Design fifo_write_gray_ctrl, sky130hd; sources not shown.
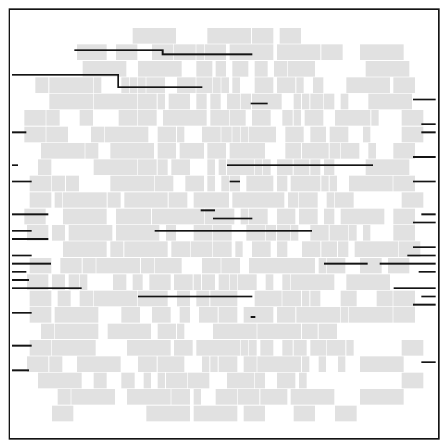
(run_1/met3.png)
wire length on this layer: 258 um
longest straight run: 25.8 um
main direction: horizontal
share of all routed wire: 5.4%
nets with wire on the layer: 34
drt total wl: 4820 um
global routing usage on met3: 4.70%
vias: 1852

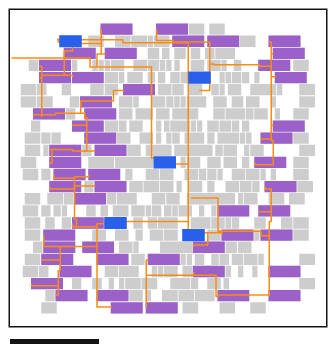
(run_1/clock_map.png)
Bar = 20 um.
[flip-flops] purple | count: 53
[cells driving clock nets] blue | count: 5
[clock wires] orange | length: 561 um
flops lie: widely spread
routed clock nets: 6
clk ins delay skew pair: 310 ps
setup clock skew after layout: 8.46 ps
clock network power share: 28.8%
clock network power consumption: 0.161 mW

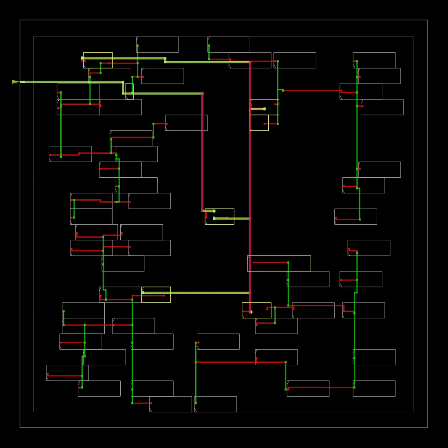
(run_1/final_clocks.png)
clk sinks: 53
clock buffer count from CTS: 5
count of clock-net buffers in the final layout: 6
registers: 53

==> impl_metrics.yaml, run 1 <==
# yosys + openroad results
pwr:
  power.internal_mw: 0.412
  sequentialPower_mw: 0.260
  power.static_leakage_nw: 1.29
  power.switching_fraction_pct: 26.4
  power.combinational.fraction_pct: 24.7
worst_setup_path:
  worst_ep_arrival_time_ps: 5220
  timing.critical_path.from_type: "input port"
  setup.reg_to_reg.worst_slack_ps: 5230
  timing.critical_path.to_type: "flip-flop"
  critical_path.cell_chain: "clkdlybuf4s50_1 -> buf_4 -> nor3_1 -> and2_1 -> ha_1 -> nand3_1 -> xor2_1 -> inv_1 -> ha_1 -> o21a_1 -> o31a_1 -> nor2_1 -> a221oi_1 -> a21oi_1 -> xor2_1 -> o41ai_2"
  critical_path_required_ps: 9090
  critical_path.slowest_cell: "clkdlybuf4s50_1"
  timing.critical_path.fanout_max: 50
hold_path:
  hold-path-cell-count: 1
placed_design:
  place_congestion: 0.852
  place_inst: 354
  port_buffers: 46
  placement_cell_area_mm2: 0.00301
  half_perimeter_wire_length_of_the_detailed_placement_result_um: 3590
timing:
  period_used_pct: 56.4
  setup_viol_count_final: 0
  hold_ws_ps: 442
  final_tally_of_hold_violations: 0
  final_report_max_slew_violation_count: 0
  max_clock_freq_mhz: 200
synthesis:
  synth-compound-area-share_pct: 8.53
  avgSynthCellArea_um2: 9.54
  post_synth_arst_share_pct: 0
  ys_area_mm2: 0.00251
  distinct_cell_type_count_after_synthesis: 43
  netlist.top_cell.by_instances: "dfxtp_1"
  synth.logic.top_family: "XOR/XNOR gates"
  yosys-top-cells-count: "dfxtp_1 (53), nor2_1 (33), xnor2_1 (28)"
  synth.cellmix.xorXnorShare_pct: 20.6
  enable_flop_cells: 0
  yosys.area_share.simple_pct: 18.9
  synthesis.nets: 288
  ys.warnings.count: 0
layout:
  comb-cell-share_pct: 43.9
  bufAreaShareNonClock_pct: 15.0
  area_delta_synth_final_pct: 24.4
  num-multi-input-gates: 190
  final_net_count: 334
  post_layout_nonfiller_instances: 362
  non_clock_inverter_count: 12
  seqAreaFraction_pct: 34.0
  n_antenna_cell: 0
  final_core_util_pct: 72.2
  final.signal_buffer_count: 47
  logic_area_mm2: 0.00137
clock_tree:
  clockBufferDepth: 2
  tritoncts_clock_tree: "built"
  cts_hold_buffers: 0
  cts.repair_timing.setup_buffer_count: 0
  cts-htree-levels: 2
  cts.reportedPaths.clkPinSlew_ps: 90
  post_cts_resized: 0
status:
  run_status: "finished clean"
route:
  pre_repair_dr_iteration_count: 4
  route.met2.wl_um: 2540
  avg_vias_per_cell: 5.12
  met3RoutedLength_um: 258
  routed.top_layer: "met4"
grt:
  grt_pass1_vias: 1833
  grt.met2_usage_pct: 38.5
  busiest_metal_layer_after_global_routing: "met2"
floorplan:
  initCoreUtil_pct: 58.0
  dieWidth_um: 70.9
  rows: 24
  total_die_size_mm2: 0.00503
run:
  stage_log_warnings: 26
  max_cap_viol_count: 0
==> run_1/zoom.png <==
Window x 15 to 55, y 15 to 55 um. Cells in grey, sequential cells in the stronger grey; small squares are vias.
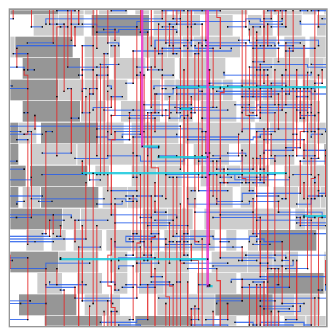

==> inputs of run 2 (changes only) <==
- CORE_UTILIZATION: 56 -> 52
- PLACE_DENSITY: 0.85 -> 0.8
- clock period: 8.88 -> 4.9 ns (I/O delays scaled with it)
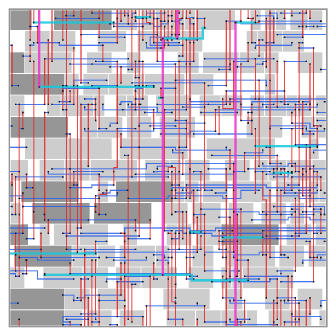
(run_2/zoom.png)
Window x 17 to 57, y 17 to 57 um. Cells in grey, sequential cells in the stronger grey; small squares are vias.
[met3] cyan
[met2] red
[met1] blue
[met4] magenta
cells with their middle in the window: 142
sequential cells in the window: 11
most frequent: xnor2_1 (20), nor2_1 (13)

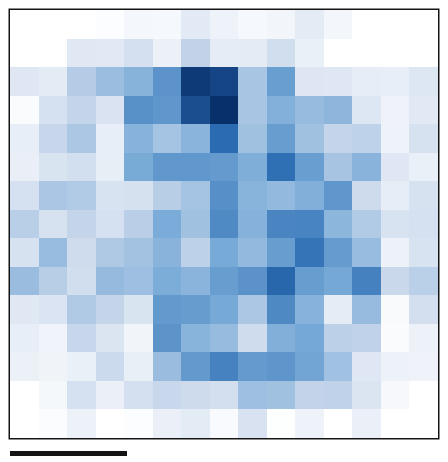
(run_2/wire_density.png)
Bar = 20 um. 15 x 15 tiles, from white (low) to dark blue (high), scaled to the fullest tile. Values are wire area over tile area, all layers added.
nearly empty tiles: 10%
fullest tile: 0.49
tiles over half the peak: 18%
drt total wl: 4600 um
post-DR wirelength/cell: 12.6 um
vias: 1843
GRT Resource Usage Total: 18.1%

==> run 2 against run 1 <==
Against the previous run:
- setup slack worse by 2900 ps
- clock-buffer cell count down 1
- global-route usage down 2.6 points
- core utilization down 5.3 points
- non-clock buffer count up 1
- clock power up 92%
- clock skew up 1.6 ps
- final cell count up 0.83%
- sequential power up 81%
- die size up 7.2%
- first-iteration DRC count up 26%
- synthesized cell count unchanged
==> impl_metrics.yaml, run 2 <==
# yosys + openroad results
clock_tree:
  cts_made_buffers: 5
  cts_hold_buffers: 0
  post_cts_resized: 0
  cts-htree-levels: 2
  cts-root-buf: "clkbuf_8"
  cts.reportedPaths.clkPinSlew_ps: 90
  cts.repair_timing.setup_buffer_count: 0
  tritoncts_clock_tree: "built"
  cts_num_sinks: 53
  clockBufferDepth: 2
  clock.latency.late_pin_ps: 320
layout:
  clock_buffers: 5
  n_sequential_cell: 53
  non_clock_inverter_count: 12
  final.signal_buffer_count: 48
  area_delta_synth_final_pct: 25.0
  comb-cell-share_pct: 43.7
  final_net_count: 335
  final_cell_area_mm2: 0.00314
  bufAreaShareNonClock_pct: 15.2
  n_antenna_cell: 0
  logic_area_mm2: 0.00137
  layout.cells.most_common_list: "dfxtp_1 (53), clkdlybuf4s50_1 (46), nor2_1 (33), xnor2_1 (28), nor2b_1 (21)"
  seqAreaFraction_pct: 33.8
  post_layout_nonfiller_instances: 365
  final_core_util_pct: 66.9
  clockNetworkAreaShare_pct: 3.71
  layout-drive-gt1-share_pct: 7.07
  num-multi-input-gates: 190
  largest_class: "combinational gates"
  final_layout_top_logic_cell: "dfxtp_1"
  final-seq-area_mm2: 0.00106
worst_setup_path:
  critical_path.slowest_cell: "clkdlybuf4s50_1"
  critPathKind: "in2reg"
  timing.critical_path.to_type: "flip-flop"
  setup.reg_to_reg.worst_slack_ps: 1260
  worst_ep_arrival_time_ps: 4150
  depth_of_the_worst_register_to_register_path: 14
  timing.critical_path.fanout_max: 7
  critical_path_required_ps: 5130
  timing.critical_path.max_delay_family: "AND-OR/OR-AND gates"
  critical_path.cell_chain: "clkdlybuf4s50_1 -> nor3_1 -> and2_1 -> ha_1 -> nand3_1 -> xor2_1 -> inv_1 -> ha_1 -> o21a_1 -> o31a_1 -> nor2_1 -> a221oi_1 -> a21oi_1 -> xor2_1 -> o41ai_2"
  timing.critical_path.from_type: "input port"
  critical_path_buf_inv_count: 2
  crit_cells: 15
floorplan:
  rows: 25
  tap_cells: 54
  coreArea_mm2: 0.00469
  io_pins: 47
  total_die_size_mm2: 0.00540
  die-height_um: 73.5
  initCoreUtil_pct: 53.5
  dieWidth_um: 73.5
pwr:
  power_per_cell_area_mw_per_mm2: 328
  power.combinational.fraction_pct: 24.3
  fraction_of_power_consumed_by_sequential_logic_pct: 45.7
  irDropWorstVdd_uv: 205
  comb_cell_power_mw: 0.250
  net-switching-power_mw: 0.281
  total_power_mw: 1.03
  power.internal_mw: 0.748
  power.static_leakage_nw: 1.30
  clockNetworkPower_mw: 0.309
  power.switching_fraction_pct: 27.3
  maxPowerGroup: "sequential cells"
  power_frac_clock_pct: 30.0
  sequentialPower_mw: 0.471
synthesis:
  ys_area_mm2: 0.00251
  post_synth_arst_share_pct: 0
  yosys.area_share.simple_pct: 18.9
  synthTopCellsByArea: "dfxtp_1 (42%), xnor2_1 (9.8%), xor2_1 (7.0%)"
  avgSynthCellArea_um2: 9.54
  synthesis.nets: 288
  ys.warnings.count: 0
  enable_flop_cells: 0
  yosys-top-cells-count: "dfxtp_1 (53), nor2_1 (33), xnor2_1 (28)"
  postSynthCellCount: 263
  netlist.top_cell.by_instances: "dfxtp_1"
  synth.cellmix.xorXnorShare_pct: 20.6
  post_synth_instance_area_mm2: 0.00251
  synthMuxAreaShare_pct: 0.848
  ys_cells: 263
  distinct_cell_type_count_after_synthesis: 43
  yosys_most_used_dff: "dfxtp_1"
  postSynthSeqShare_pct: 42.3
  synth-compound-area-share_pct: 8.53
  synth.logic.top_family: "XOR/XNOR gates"
  yosys.area.top_type_share_pct: 42.3
placed_design:
  port_buffers: 46
  placement.setup.worst_slack_ps: 710
  place_congestion: 0.839
  half_perimeter_wire_length_of_the_detailed_placement_result_um: 3540
  placement_cell_area_mm2: 0.00302
  place_inst: 357
timing:
  rsz0062_at_grt: "false"
  worst_max_slew_pin_slew_ps: 486
  timing.clock.skew_ps: 10.1
  postLayoutSetupSlackWorst_ps: 977
  period_used_pct: 80.1
  slew-limit-headroom_pct: 66.8
  min_cycle_time_layout_ps: 3920
  final_report_max_slew_violation_count: 0
  setup_viol_count_final: 0
  hold_ws_ps: 442
  final_tally_of_hold_violations: 0
  max_clock_freq_mhz: 255
  setup-tns-final_ps: 0
route:
  routed.top_layer: "met4"
  pre_repair_dr_iteration_count: 4
  drtAntennaViolNets: 0
  drc: 0
  drt_iter0_markers: 96
  avg_vias_per_cell: 5.05
  route.met2.wl_um: 2100
  met3RoutedLength_um: 278
  met1_length_um: 2100
grt:
  use_met1_pct: 23.4
  grt_first_pass_wirelength_um: 7460
  grt.met2_usage_pct: 28.2
  busiest_metal_layer_after_global_routing: "met2"
  grt_max_degree: 50
  met3_usage_pct: 5.35
  gr-total-overflow: 0
  grt_pass1_vias: 1649
  antenna_found_initial: 0
status:
  run_status: "finished clean"
run:
  max_cap_viol_count: 0
  stage_log_warnings: 26
hold_path:
  min-delay-path-class: "reg2reg"
  hold-path-cell-count: 1
No activity file was given, so power comes from the tool's default toggle rates.
